File: src/rtl/prm_sweep_pkg.sv
// Shared definitions for the PRM edge sweeper: FSM encoding, default geometry, code width.
package prm_sweep_pkg;

  localparam int JW_DEF        = 5;
  localparam int NJ_DEF        = 3;
  localparam int STEP_LOG2_DEF = 3;

  typedef enum logic [1:0] {
    IDLE  = 2'd0,
    SWEEP = 2'd1,
    DONE  = 2'd2
  } state_t;

  function automatic int cw_of(input int nj, input int jw);
    return nj * jw;
  endfunction

endpackage

File: src/rtl/prm_joint_interp.sv
// One joint of the edge interpolator: sample = a + floor((b-a)*k / 2^STEP_LOG2).
module prm_joint_interp
  import prm_sweep_pkg::*;
#(
  parameter int JW        = JW_DEF,
  parameter int STEP_LOG2 = STEP_LOG2_DEF
) (
  input  logic [JW-1:0]      a,
  input  logic [JW-1:0]      b,
  input  logic [STEP_LOG2:0] k,
  output logic [JW-1:0]      sample
);

  localparam int PW = JW + STEP_LOG2 + 2;

  logic signed [JW:0]   diff;
  logic signed [PW-1:0] prod;

  assign diff = $signed({1'b0, b}) - $signed({1'b0, a});
  // k <= 2^STEP_LOG2 keeps |prod| below 2^(PW-1), so PW bits never overflow.
  assign prod = PW'(diff) * PW'($signed({1'b0, k}));
  assign sample = JW'((prod >>> STEP_LOG2) + $signed({{(STEP_LOG2 + 2){1'b0}}, a}));

endmodule

File: src/rtl/prm_edge_sweep.sv
// PRM edge sweeper: issues N+1 interpolated samples to a checker bank and reports the first blocked one.
// Optional build macro PRM_SWEEP_EARLY_EXIT_EN ends the sweep at the first blocked sample.
module prm_edge_sweep
  import prm_sweep_pkg::*;
#(
  parameter  int JW        = JW_DEF,
  parameter  int NJ        = NJ_DEF,
  parameter  int STEP_LOG2 = STEP_LOG2_DEF,
  localparam int CW        = cw_of(NJ, JW),
  localparam int KW        = STEP_LOG2 + 1
) (
  input  logic          clk,
  input  logic          rst,
  input  logic          start_valid,
  output logic          start_ready,
  input  logic [CW-1:0] cfg_a,
  input  logic [CW-1:0] cfg_b,
  output logic [CW-1:0] chk_code,
  output logic          chk_valid,
  input  logic          chk_mask,
  output logic          res_valid,
  input  logic          res_ready,
  output logic          res_free,
  output logic [KW-1:0] res_hit_idx
);

  localparam logic [KW-1:0] K_LAST = KW'(1 << STEP_LOG2);

  state_t        state;
  logic [CW-1:0] a_q;
  logic [CW-1:0] b_q;
  logic [KW-1:0] k_q;
  logic [KW-1:0] k_nxt;
  logic [CW-1:0] code_nxt;
  logic          hit_q;
  logic          sweep_end;

  assign start_ready = (state == IDLE);
  assign k_nxt       = k_q + KW'(1);

  // chk_code is registered, so the interpolators look one sample ahead.
  for (genvar j = 0; j < NJ; j++) begin : g_joint
    prm_joint_interp #(
      .JW        (JW),
      .STEP_LOG2 (STEP_LOG2)
    ) u_interp (
      .a      (a_q[j*JW +: JW]),
      .b      (b_q[j*JW +: JW]),
      .k      (k_nxt),
      .sample (code_nxt[j*JW +: JW])
    );
  end

`ifdef PRM_SWEEP_EARLY_EXIT_EN
  assign sweep_end = (k_q == K_LAST) || chk_mask;
`else
  assign sweep_end = (k_q == K_LAST);
`endif

  always_ff @(posedge clk) begin
    if (rst) begin
      state       <= IDLE;
      chk_code    <= '0;
      chk_valid   <= 1'b0;
      res_valid   <= 1'b0;
      res_free    <= 1'b0;
      res_hit_idx <= '0;
      hit_q       <= 1'b0;
      k_q         <= '0;
    end else begin
      unique case (state)
        IDLE: begin
          if (start_valid) begin
            a_q         <= cfg_a;
            b_q         <= cfg_b;
            chk_code    <= cfg_a;
            chk_valid   <= 1'b1;
            k_q         <= '0;
            hit_q       <= 1'b0;
            res_hit_idx <= '0;
            state       <= SWEEP;
          end
        end
        SWEEP: begin
          if (chk_mask && !hit_q) begin
            hit_q       <= 1'b1;
            res_hit_idx <= k_q;
          end
          if (sweep_end) begin
            chk_valid <= 1'b0;
            res_valid <= 1'b1;
            res_free  <= !(hit_q || chk_mask);
            state     <= DONE;
          end else begin
            k_q      <= k_nxt;
            chk_code <= code_nxt;
          end
        end
        DONE: begin
          if (res_ready) begin
            res_valid <= 1'b0;
            state     <= IDLE;
          end
        end
        default: state <= IDLE;
      endcase
    end
  end

endmodule

File: config.mk
export PLATFORM = sky130hd
export DESIGN_NAME = prm_edge_sweep
export DESIGN_NICKNAME = d
export VERILOG_FILES = /design/src/rtl/prm_sweep_pkg.sv /design/src/rtl/prm_joint_interp.sv /design/src/rtl/prm_edge_sweep.sv
export SDC_FILE = /design/constraint.sdc
export NUM_CORES = 1
export LEC_CHECK = 0
export CORE_UTILIZATION = 55
export CTS_BUF_LIST = sky130_fd_sc_hd__clkbuf_16
export DETAILED_ROUTE_END_ITERATION = 7
export PLACE_DENSITY = 0.78
export SLEW_MARGIN = 25
export SYNTH_ARGS = -nofsm -noshare
export SYNTH_HDL_FRONTEND = slang
export SYNTH_SLANG_ARGS = --single-unit
File: constraint.sdc
create_clock -name clk -period 5.62 [get_ports clk]
set_clock_uncertainty 0.05 [all_clocks]
set_input_delay 1.124 -clock clk [delete_from_list [all_inputs] [get_ports clk]]
set_output_delay 1.124 -clock clk [all_outputs]
set_load 0.01 [all_outputs]
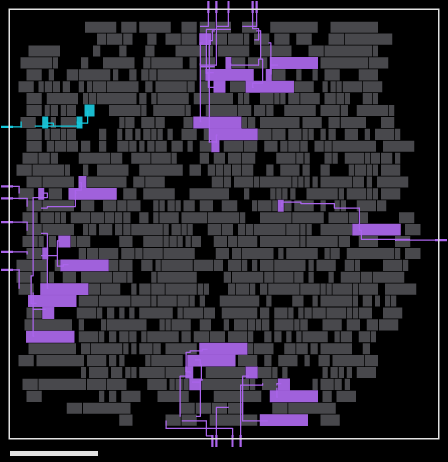
run_1/port_trees.png
Scale bar: 20 um.
Key: cyan = `start_valid` [direction input, edge left, end cells 3, buffers 1, wire 21.8 um]; purple = `cfg_a` [direction input, edge 5 top, 5 left, 4 bottom, 1 right, end cells 30, buffers 15, wire 427 um]
Port Buffer Count: 57
# IOs: 58

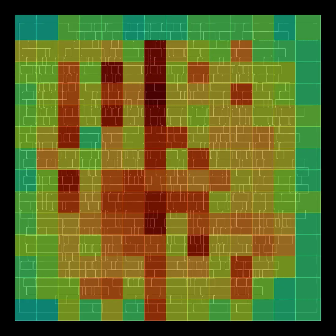
run_1/congestion_map.png
GR Util met2: 45.39%
Core Util, Final: 69.86%
met3 Track Usage GR: 4.295%

==> flow_summary.ini, run 1 <==
; physical design summary
[yosys]
synthFlopType = edfxtp_1
fp_nets = 683
ys_async_sr_fraction_pct = 0
area_leaders = edfxtp_1 18%, ha_1 16%, fa_1 12%
ys_warn_count = 0
ys_types = 44
yosys_cells = 553
synth_cells = 553
ys_seq_share_pct = 29.37
avgSynthCellArea_sq_um = 9.123
netlist_area_sq_um = 5045
top_area_share_pct = 17.86
yosysMostFrequentCell = inv_1

[cells_and_area]
finalNetCount = 747
flop-count = 59
logic_gates = 405
final-clk-cell-share_pct = 4.678
regArea_sq_um = 1481
mi_logic_area_sq_um = 3309
n_fill_cell = 671
comb_share_pct = 53.79
syn_to_final_growth_pct = 21.95
sh_seq_area_pct = 24.08
n_antenna_cell = 0
n_all_inverters = 72
nNonClkBuffers = 70
final-nonclk-buf-share_pct = 10.86
layout-drive-gt1-share_pct = 7.878

[worst_setup_path]
worstReg2RegEnd = chk_code[14]$_SDFFE_PP0P_
max_stage_delay_ns = 0.55
reg2reg_from = b_q[10]$_DFFE_PP_
setup.worst_path.start_class = flop
cp-endpoint = chk_code[14]$_SDFFE_PP0P_
cp_cell_sequence = inv_1 -> ha_1 -> inv_1 -> fa_1 -> xnor2_2 -> nor2_1 -> ha_1 -> inv_1 -> fa_1 -> fa_1 -> inv_1 -> ha_1 -> nand4b_1 -> o21ai_2 -> xor2_1 -> ha_1 -> a21o_1 -> a21oi_1 -> xnor3_1 -> and3_1 -> o21ai_2 -> a211oi_2
cp.arrival_ns = 5.52
crit_required_ns = 5.77
critPathCaptureType = flop
crit_type = reg -> reg
r2r_cells = 22
reg2reg_slack_ns = 0.25
worst-path-buf-inv = 4
crit_cells = 22

[floorplan]
num_rows = 34
dieWidth_um = 97.77
dieArea_sq_um = 9559
num_tap_cells = 108

[timing]
worst_slack_ns = 0.2494
timing.final.crit_period_ns = 5.371
finalSetupTns_ns = 0
fin_crit_sh_pct = 95.56
tightestPinTransition_ns = 0.8972
holdWs_ns = 0.4122
relSlewSlack_pct = 40.19

[route]
detail_route.first_pass.iterations = 5
drt.antenna.violating_nets = 0
totalWireLength_um = 11540
drt-initial-drc-count = 223
drt-vias-per-instance = 5.592

[placed_design]
post-place-ws_ns = -0.04729
dp_hpwl_um = 8605
gp_congestion = 0.8924

[cts]
clk_pin_slew_worst_paths_ns = 0.05
cts_tree = built
postCtsHoldBufs = 0
clock_sinks = 59
cts.htree.levels = 3
cts_buffers = 9

[grt]
grt_max_degree = 31
grt_antenna_before_repair = 0
grt_pass1_wl_um = 19420

[run]
warning_count = 30
maxCapViolCount = 0

[pwr]
leakage_nw = 2.804

[status]
status = completed
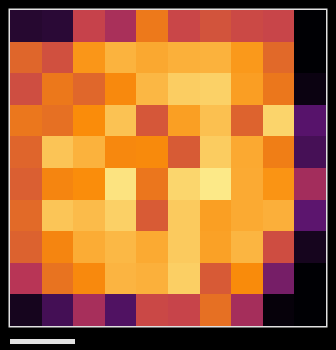
run_1/util_map.png
Scale bar: 20 um. The die is cut into 10 by 10 equal tiles; black is low, pale yellow is high, 0 to 100% covered.
40% of the tiles are over 75% full. The emptiest ninth of the die: lower right. The mean over all tiles is 63%. 5.0% of the tiles are nearly empty. The fullest tile reaches 95%.
floorplan utilization: 57.29%
core area: 8806 sq um

==> run 1: worst min-delay path, cell delays in order (launching register included) <==
cell and delay [ns]:
dfxtp_1 0.31, nand2_1 0.05, a21oi_1 0.05
==> run 1: where the power goes <==
group | switching [mW] | leakage, nW | internal (mW)
Combinational | 0.279 | 2.14 | 0.244
Clock | 0.202 | 0.148 | 0.324
Sequential | 0.0160 | 0.516 | 0.479
Total | 0.498 | 2.80 | 1.05
==> run 1: timing repair <==
item	CTS	global route
pin swaps	0	4
gates resized	1	13
buffers inserted	0	3
endpoints found under the setup margin	1	3
==> run 1: kinds of logic (layout without fill, tap and decap cells) <==
kind of cell | after synthesis | in the layout | synth area share, %
compound gates | 97 | 97 | 12.18
xor+xnor | 37 | 37 | 7.217
fa+ha+maj | 95 | 95 | 28.03
buf+inv | 89 | 158 | 6.845
flops | 59 | 59 | 29.37
simple gates | 176 | 176 | 16.37
==> run 1: registers in the layout, indices dropped and copies added (netlist names) <==
name         count
res_hit_idx      4
res_free         1
b_q             15
res_valid        1
hit_q            1
state            2
chk_valid        1
chk_code        15
a_q             15
k_q              4
==> run 1: routing by layer <==
metal  vias to the layer above  part of all wire, %  global-route usage (%)
li1                       1995                    -                       -
met1                      1957                   42                   31.28
met2                       111                   52                   45.39
met3                        19                  4.3                   4.295
met4                         0                  1.5                   10.26
met5                         -                    0                       0
==> run 1: placed cells by master, fill, tap and decap left out, drive strengths merged, types with 5 or more instances in the layout <==
cell type / Yosys / final
nand2: 31 / 31
nor3: 17 / 17
and2: 5 / 5
fa: 30 / 30
o21ai: 14 / 14
edfxtp: 30 / 30
nand3: 12 / 12
inv: 72 / 74
xnor2: 29 / 29
nand2b: 7 / 7
dfxtp: 29 / 29
buf: 7 / 13
a311oi: 5 / 5
and3: 5 / 5
a21o: 12 / 12
a211oi: 8 / 8
ha: 65 / 65
nor2: 71 / 71
clkbuf: 10 / 10
or3: 7 / 7
xor2: 7 / 7
nor2b: 10 / 10
a21oi: 39 / 39
clkdlybuf4s50: 0 / 57
==> run 1: worst min-delay path by stage <==
stage	start	end	slack, ns	depth (start not counted)
after detailed placement	chk_code[7]$_SDFFE_PP0P_	chk_code[7]$_SDFFE_PP0P_	0.40	2
after CTS	chk_code[7]$_SDFFE_PP0P_	chk_code[7]$_SDFFE_PP0P_	0.41	2
after floorplan	chk_code[2]$_SDFFE_PP0P_	chk_code[2]$_SDFFE_PP0P_	0.43	2
after global routing	chk_code[7]$_SDFFE_PP0P_	chk_code[7]$_SDFFE_PP0P_	0.42	2
final	chk_code[7]$_SDFFE_PP0P_	chk_code[7]$_SDFFE_PP0P_	0.41	2
after global placement	chk_code[7]$_SDFFE_PP0P_	chk_code[7]$_SDFFE_PP0P_	0.39	2
==> run 1: stage by stage <==
stage | instances | power [mW] | cell area [sq um] | util, %
finish | 730 | 1.544 | 6152 | 69.86
global route | 730 | 1.632 | 6152 | 69.86
CTS | 727 | 1.526 | 6053 | 68.74
detailed placement | 711 | 0.9964 | 5758 | 65.39
global placement | 711 | 0.9817 | 5758 | 65.39
floorplan | 553 | 0.8479 | 5045 | -
==> run 1 -> run 2 <==
- ABC_AREA: unset -> 0
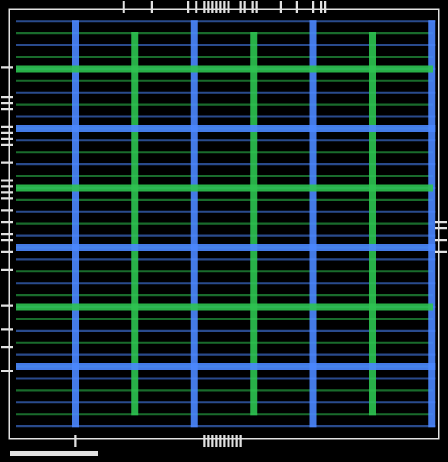
run_2/floorplan.png
Scale bar: 20 um. Pins as bars on the die edge.
Key: green = VDD; blue = VSS
58 signal pins sit on the boundary. 35 met1 rails follow the rows. 7 straps on met4. The core has 34 rows. 6 straps on met5.
die height: 97.77 um
Die W: 97.77 um
maximum vdd drop: 175.6 uV

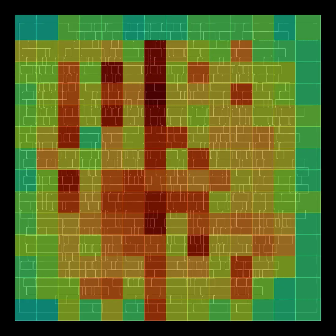
run_2/congestion_map.png
routing usage on met1: 31.28%
wire per inst: 15.81 um
Total Routing Usage GR: 25.69%
Most Crowded Layer GR: met2

==> run 2 against run 1 <==
Cell count is the same. First-iteration DRC count stayed put. Worst setup slack stayed put. Critical path depth did not move. Via count is the same. Wire length stayed put. Global-route usage is the same. Utilization did not move. Largest cell class unchanged. Largest power group unchanged.
==> flow_summary.ini, run 2 <==
; physical design summary
[cells_and_area]
n_fill_cell = 671
final_cells = 730
syn_to_final_growth_pct = 21.95
lay_top_cells = 72 x inv_1, 70 x nor2_1, 64 x ha_1
n_antenna_cell = 0
layout_top_cell = inv_1
regArea_sq_um = 1481
mi_logic_area_sq_um = 3309
reg_top3 = a_q (15), b_q (15), chk_code (15)

[timing]
timing.final.crit_period_ns = 5.371
relSlewSlack_pct = 40.19
holdWs_ns = 0.4122
finalSetupTns_ns = 0

[hold_path]
hp-start = chk_code[7]$_SDFFE_PP0P_
hold_end = chk_code[7]$_SDFFE_PP0P_

[floorplan]
num_rows = 34
dieArea_sq_um = 9559
core-area_sq_um = 8806
io_pins = 58

[worst_setup_path]
critPathCaptureType = flop
crit_type = reg -> reg
worst-path-buf-inv = 4
cp.arrival_ns = 5.52
r2r_cells = 22
crit_required_ns = 5.77
worstReg2RegEnd = chk_code[14]$_SDFFE_PP0P_
reg2reg_from = b_q[10]$_DFFE_PP_
max_stage_delay_ns = 0.55
setup.worst_path.start_class = flop
reg2reg_slack_ns = 0.25

[route]
drt-initial-drc-count = 223
drt.antenna.violating_nets = 0
detail_route.first_pass.iterations = 5
totalWireLength_um = 11540
drt-vias-per-instance = 5.592

[grt]
grt_max_degree = 31
grt_antenna_before_repair = 0

[yosys]
ys_types = 44
synthFlopType = edfxtp_1
ys_async_sr_fraction_pct = 0
ys_sh_adder_pct = 28.03
fp_nets = 683
aoi_share_pct = 12.18
simple_gate_share_pct = 16.37
ys_warn_count = 0
yosys_cells = 553
ys_sh_mux_pct = 0
ys_seq_share_pct = 29.37
area_leaders = edfxtp_1 18%, ha_1 16%, fa_1 12%

[pwr]
clkPwrFrac_pct = 34.1
power_switching_mw = 0.4977
power.internal_mw = 1.047
swShare_pct = 32.23

[run]
maxCapViolCount = 0

[placed_design]
post-place-ws_ns = -0.04729
dpl.cell_count = 711
dp_hpwl_um = 8605
gp_congestion = 0.8924
port_buffers = 57

[status]
status = completed

[cts]
cts_buffers = 9
cts_tree = built
clk_pin_slew_worst_paths_ns = 0.05
cts.htree.levels = 3
## run 2: cell counts in the layout (fill, tap and decap cells not counted)
Identical to the previous run, type by type.
## run 2: cells by family (layout without fill, tap and decap cells)
family	Yosys count	in the layout
simple gates	176	176
xor+xnor	37	37
buf+inv	89	158
flops	59	59
compound gates	97	97
fa+ha+maj	95	95
## run 2: worst reg2reg max path, delay by kind of cell (launching register included)
kind	cells	cell delay, ns
fa+ha+maj	7	2.59
xor+xnor	3	0.88
compound gates	5	0.83
flops	1	0.35
simple gates	3	0.35
buf+inv	4	0.23
## run 2: cell type report
type / instances / area share (%)
Inverter: 72 / 4.393
Tap cell: 108 / 2.196
Sequential cell: 59 / 24.08
Clock buffer: 10 / 4.068
Clock inverter: 6 / 0.6101
Timing Repair Buffer: 70 / 10.86
Multi-Input combinational cell: 405 / 53.79
## run 2: layer usage
layer / routed length, um / up-vias / track usage, %
met4: 175 / 0 / 10.26
met1: 4866 / 1957 / 31.28
met5: 0 / - / 0
li1: - / 1995 / -
met3: 496 / 19 / 4.295
met2: 6001 / 111 / 45.39
## run 2: worst max path at each step
stage | slack (ns) | depth (start not counted) | endpoint
3_5_place_dp | -0.05 | 22 | chk_code[14]$_SDFFE_PP0P_
3_3_place_gp | 0.01 | 22 | chk_code[14]$_SDFFE_PP0P_
2_1_floorplan | 0.53 | 23 | chk_code[9]$_SDFFE_PP0P_
4_1_cts | 0.01 | 22 | chk_code[14]$_SDFFE_PP0P_
5_1_grt | -0.04 | 23 | chk_code[9]$_SDFFE_PP0P_
6_report | 0.25 | 22 | chk_code[14]$_SDFFE_PP0P_
## run 2: stage by stage
step	utilization (%)	area [sq um]
floorplan	-	5045
global placement	65.39	5758
detailed placement	65.39	5758
CTS	68.74	6053
global route	69.86	6152
finish	69.86	6152
## run 2: power groups by stage
stage                     combinational [mW]  sequential (mW)  clock (mW)
after floorplan                        0.342            0.506           0
after detailed placement               0.494            0.503           0
after global placement                 0.480            0.502           0
after global routing                   0.585            0.497       0.550
final                                  0.524            0.495       0.526
after CTS                              0.501            0.495       0.530
## run 2: repair_timing
action,4_1_cts,5_1_grt
resized,1,13
hold buffers,0,0
setup buffers,0,3
endpoints found under the setup margin,1,3
pin swaps,0,4
run_2/port_trees.png
Scale bar: 20 um.
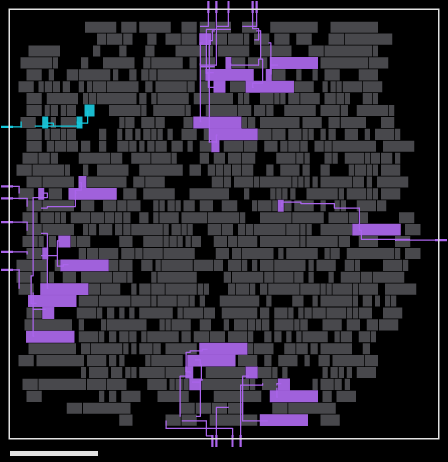

==> run 2 -> run 3 <==
--- a/config.mk
+++ b/config.mk
@@ -10,6 +10,7 @@
 export CTS_BUF_LIST = sky130_fd_sc_hd__clkbuf_16
 export DETAILED_ROUTE_END_ITERATION = 7
-export PLACE_DENSITY = 0.78
-export SLEW_MARGIN = 25
+export DONT_BUFFER_PORTS = 1
+export PLACE_DENSITY = 0.7
+export SLEW_MARGIN = 15
 export SYNTH_ARGS = -nofsm -noshare
 export SYNTH_HDL_FRONTEND = slang
==> constraint.sdc (replaced) <==
create_clock -name clk -period 5.62 [get_ports clk]
set_clock_uncertainty 0.05 [all_clocks]
set_input_delay 0.562 -clock clk [delete_from_list [all_inputs] [get_ports clk]]
set_output_delay 0.562 -clock clk [all_outputs]
set_load 0.01 [all_outputs]
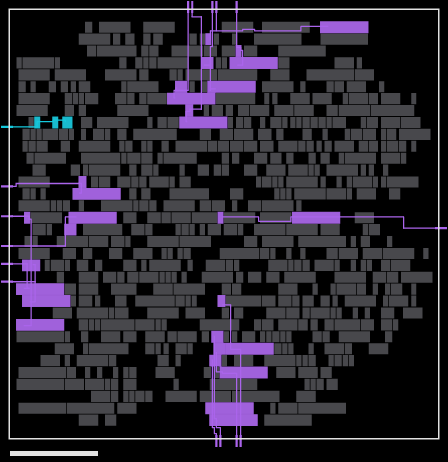
run_3/port_trees.png
Scale bar: 20 um.
Key: cyan = `start_valid` [direction input, edge left, end cells 3, buffers 0, wire 14.1 um]; purple = `cfg_a` [direction input, edge 5 top, 5 left, 4 bottom, 1 right, end cells 30, buffers 0, wire 379 um]

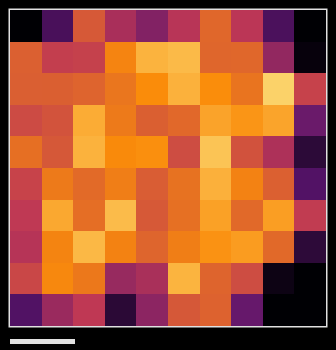
run_3/util_map.png
Scale bar: 20 um. The die is cut into 10 by 10 equal tiles; black is low, pale yellow is high, 0 to 100% covered.
The emptiest ninth of the die: lower right. The fullest tile reaches 90%. 21% of the tiles are over 75% full. The mean over all tiles is 57%.

==> run 3 against run 2 <==
The run now ends with DRC left. Critical endpoint is now chk_code[9]$_SDFFE_PP0P_. Clock-buffer cell count fell by 1. Largest cell class unchanged. Synthesized cell count did not move. Power fell by 7.0%. Register-to-register slack improved by 0.06 ns.
==> flow_summary.ini, run 3 <==
; physical design summary
[status]
status = complete, but fails checks
violations = DRC

[worst_setup_path]
crit_required_ns = 5.78
reg2reg_slack_ns = 0.31
worstReg2RegEnd = chk_code[9]$_SDFFE_PP0P_
cp.arrival_ns = 5.47
cp-endpoint = chk_code[9]$_SDFFE_PP0P_
cp-startpoint = b_q[5]$_DFFE_PP_
r2r_cells = 23
worstPathMaxFanout = 4
setup.worst_path.start_class = flop
critPathCaptureType = flop
reg2reg_from = b_q[5]$_DFFE_PP_
crit_type = reg -> reg

[cells_and_area]
layout-drive-gt1-share_pct = 7.965
syn_to_final_growth_pct = 9.846
n_antenna_cell = 0
fin_util_pct = 62.93
lay_top_cells = 73 x inv_1, 70 x nor2_1, 64 x ha_1
reg_top3 = a_q (15), b_q (15), chk_code (15)
finalNetCount = 690
layout_top_cell = inv_1

[floorplan]
fp-utilization_pct = 57.29
num_rows = 34
die_h_um = 97.77
dieArea_sq_um = 9559
dieWidth_um = 97.77
core-area_sq_um = 8806
io_pins = 58

[route]
drc = 2
drt.antenna.violating_nets = 0
drt-initial-drc-count = 152
detail_route.first_pass.iterations = 6
via_count = 3741
drt-vias-per-instance = 5.559
totalWireLength_um = 10870
wl_per_cell_um = 16.14

[timing]
rsz0062_at_grt = no
fin_crit_sh_pct = 94.42
hold_viol_final = 0
drv_slew = 0
finalSetupTns_ns = 0
tightestPinTransition_ns = 0.7282
relSlewSlack_pct = 51.36
setup_viol = 0
timing.final.crit_period_ns = 5.307

[placed_design]
port_buffers = 0
gp_congestion = 0.8691
dp_hpwl_um = 8499

[grt]
grt_use_total_pct = 24.60
grt_antenna_before_repair = 0
overflow = 0
grt_max_degree = 31
grt_pass1_wl_um = 18420

[cts]
clockBufferDepth = 2
cts_tree = built
cts_buffers = 9
postCtsSetupRepairBufs = 0
cts.htree.levels = 3
clock_sinks = 59
clk_pin_slew_worst_paths_ns = 0.06

[yosys]
area_leaders = edfxtp_1 18%, ha_1 16%, fa_1 12%
ys_seq_share_pct = 29.37
avgSynthCellArea_sq_um = 9.123
ys_types = 44
yosys_cells = 553
ys_sh_adder_pct = 28.03
synth-edff-count = 30
simple_gate_share_pct = 16.37
yosysMostFrequentCell = inv_1
top_logic_kind = adder cells
ys_async_sr_fraction_pct = 0
synthFlopType = edfxtp_1
yosys.area.top_type = edfxtp_1
fp_nets = 683
ys_warn_count = 0
netlist_area_sq_um = 5045
synth_cells = 553
ys_sh_mux_pct = 0
top_area_share_pct = 17.86
ys.flops = 59
xor_share_pct = 7.217
ys_area_sq_um = 5045
aoi_share_pct = 12.18

[run]
warning_count = 30
maxCapViolCount = 0

[pwr]
vdd_drop_max_uv = 182.7
leakage_nw = 2.569
## run 3: cell counts after synthesis
No cell type changed its count.
## run 3: timing repair
action,4_1_cts,5_1_grt
setup endpoints to repair,0,3
hold buffers,0,0
resized,0,12
## run 3: layer usage
metal	vias up	track usage, %	part of all wire, %
met4	0	11.66	2.1
met5	-	0	0
met2	66	42.72	50
li1	1877	-	-
met3	20	3.150	4.0
met1	1778	30.47	44
## run 3: worst min path at each step
stage	slack (ns)	startpoint	depth (start not counted)	end
after global routing	0.24	rst	1	chk_code[14]$_SDFFE_PP0P_
final	0.25	rst	1	k_q[0]$_SDFFE_PP0P_
after global placement	0.44	chk_code[7]$_SDFFE_PP0P_	2	chk_code[7]$_SDFFE_PP0P_
after detailed placement	0.44	chk_code[2]$_SDFFE_PP0P_	2	chk_code[2]$_SDFFE_PP0P_
after floorplan	0.43	chk_code[2]$_SDFFE_PP0P_	2	chk_code[2]$_SDFFE_PP0P_
after CTS	0.24	rst	1	chk_code[14]$_SDFFE_PP0P_
## run 3: logic make-up (layout without fill, tap and decap cells)
family          count (synthesis)  in the layout
simple gates                  176            176
fa+ha+maj                      95             95
compound gates                 97             97
buf+inv                        89            101
flops                          59             59
xor+xnor                       37             37
## run 3: final cells by class
class,count,area (sq um)
Tap cell,108,135.1
Multi-Input combinational cell,405,3296
Clock buffer,9,225.2
Clock inverter,7,35.03
Inverter,72,270.3
Fill cell,736,3264
Sequential cell,59,1483
Timing Repair Buffer,13,97.59
## run 3: power breakdown
group          leakage [nW]  internal [mW]  switching [mW]
clock                 0.138          0.292           0.193
combinational          1.91          0.197           0.248
sequential            0.516          0.479          0.0249
## run 3: worst max-delay path, cell delays in order, from the launching register on
cell and delay (ns):
edfxtp_1 0.35, inv_1 0.08, ha_1 0.14, inv_1 0.05, fa_1 0.44, xnor2_2 0.22, nor2_1 0.06, ha_1 0.29
inv_1 0.05, fa_1 0.53, fa_1 0.55, inv_1 0.07, ha_4 0.29, nand2_1 0.09, o31ai_4 0.22, xor2_1 0.18
ha_1 0.29, a21o_1 0.19, a21oi_1 0.18, xnor2_1 0.16, xnor2_1 0.12, or3_1 0.37, a21oi_1 0.16, o21ai_0 0.09
## run 3: stage by stage
step	std cells	area (sq um)	worst slack [ns]	hold WS (ns)	total power, mW
2_1_floorplan	553	5045	0.5336	0.4262	0.8479
3_3_place_gp	657	5210	0.1955	0.4402	0.9319
3_5_place_dp	657	5210	0.1681	0.4423	0.9418
4_1_cts	673	5470	0.1402	0.2388	1.434
5_1_grt	673	5542	0.02409	0.2440	1.519
6_report	673	5542	0.3134	0.2455	1.435
Power is estimated from default activity; no workload was simulated.
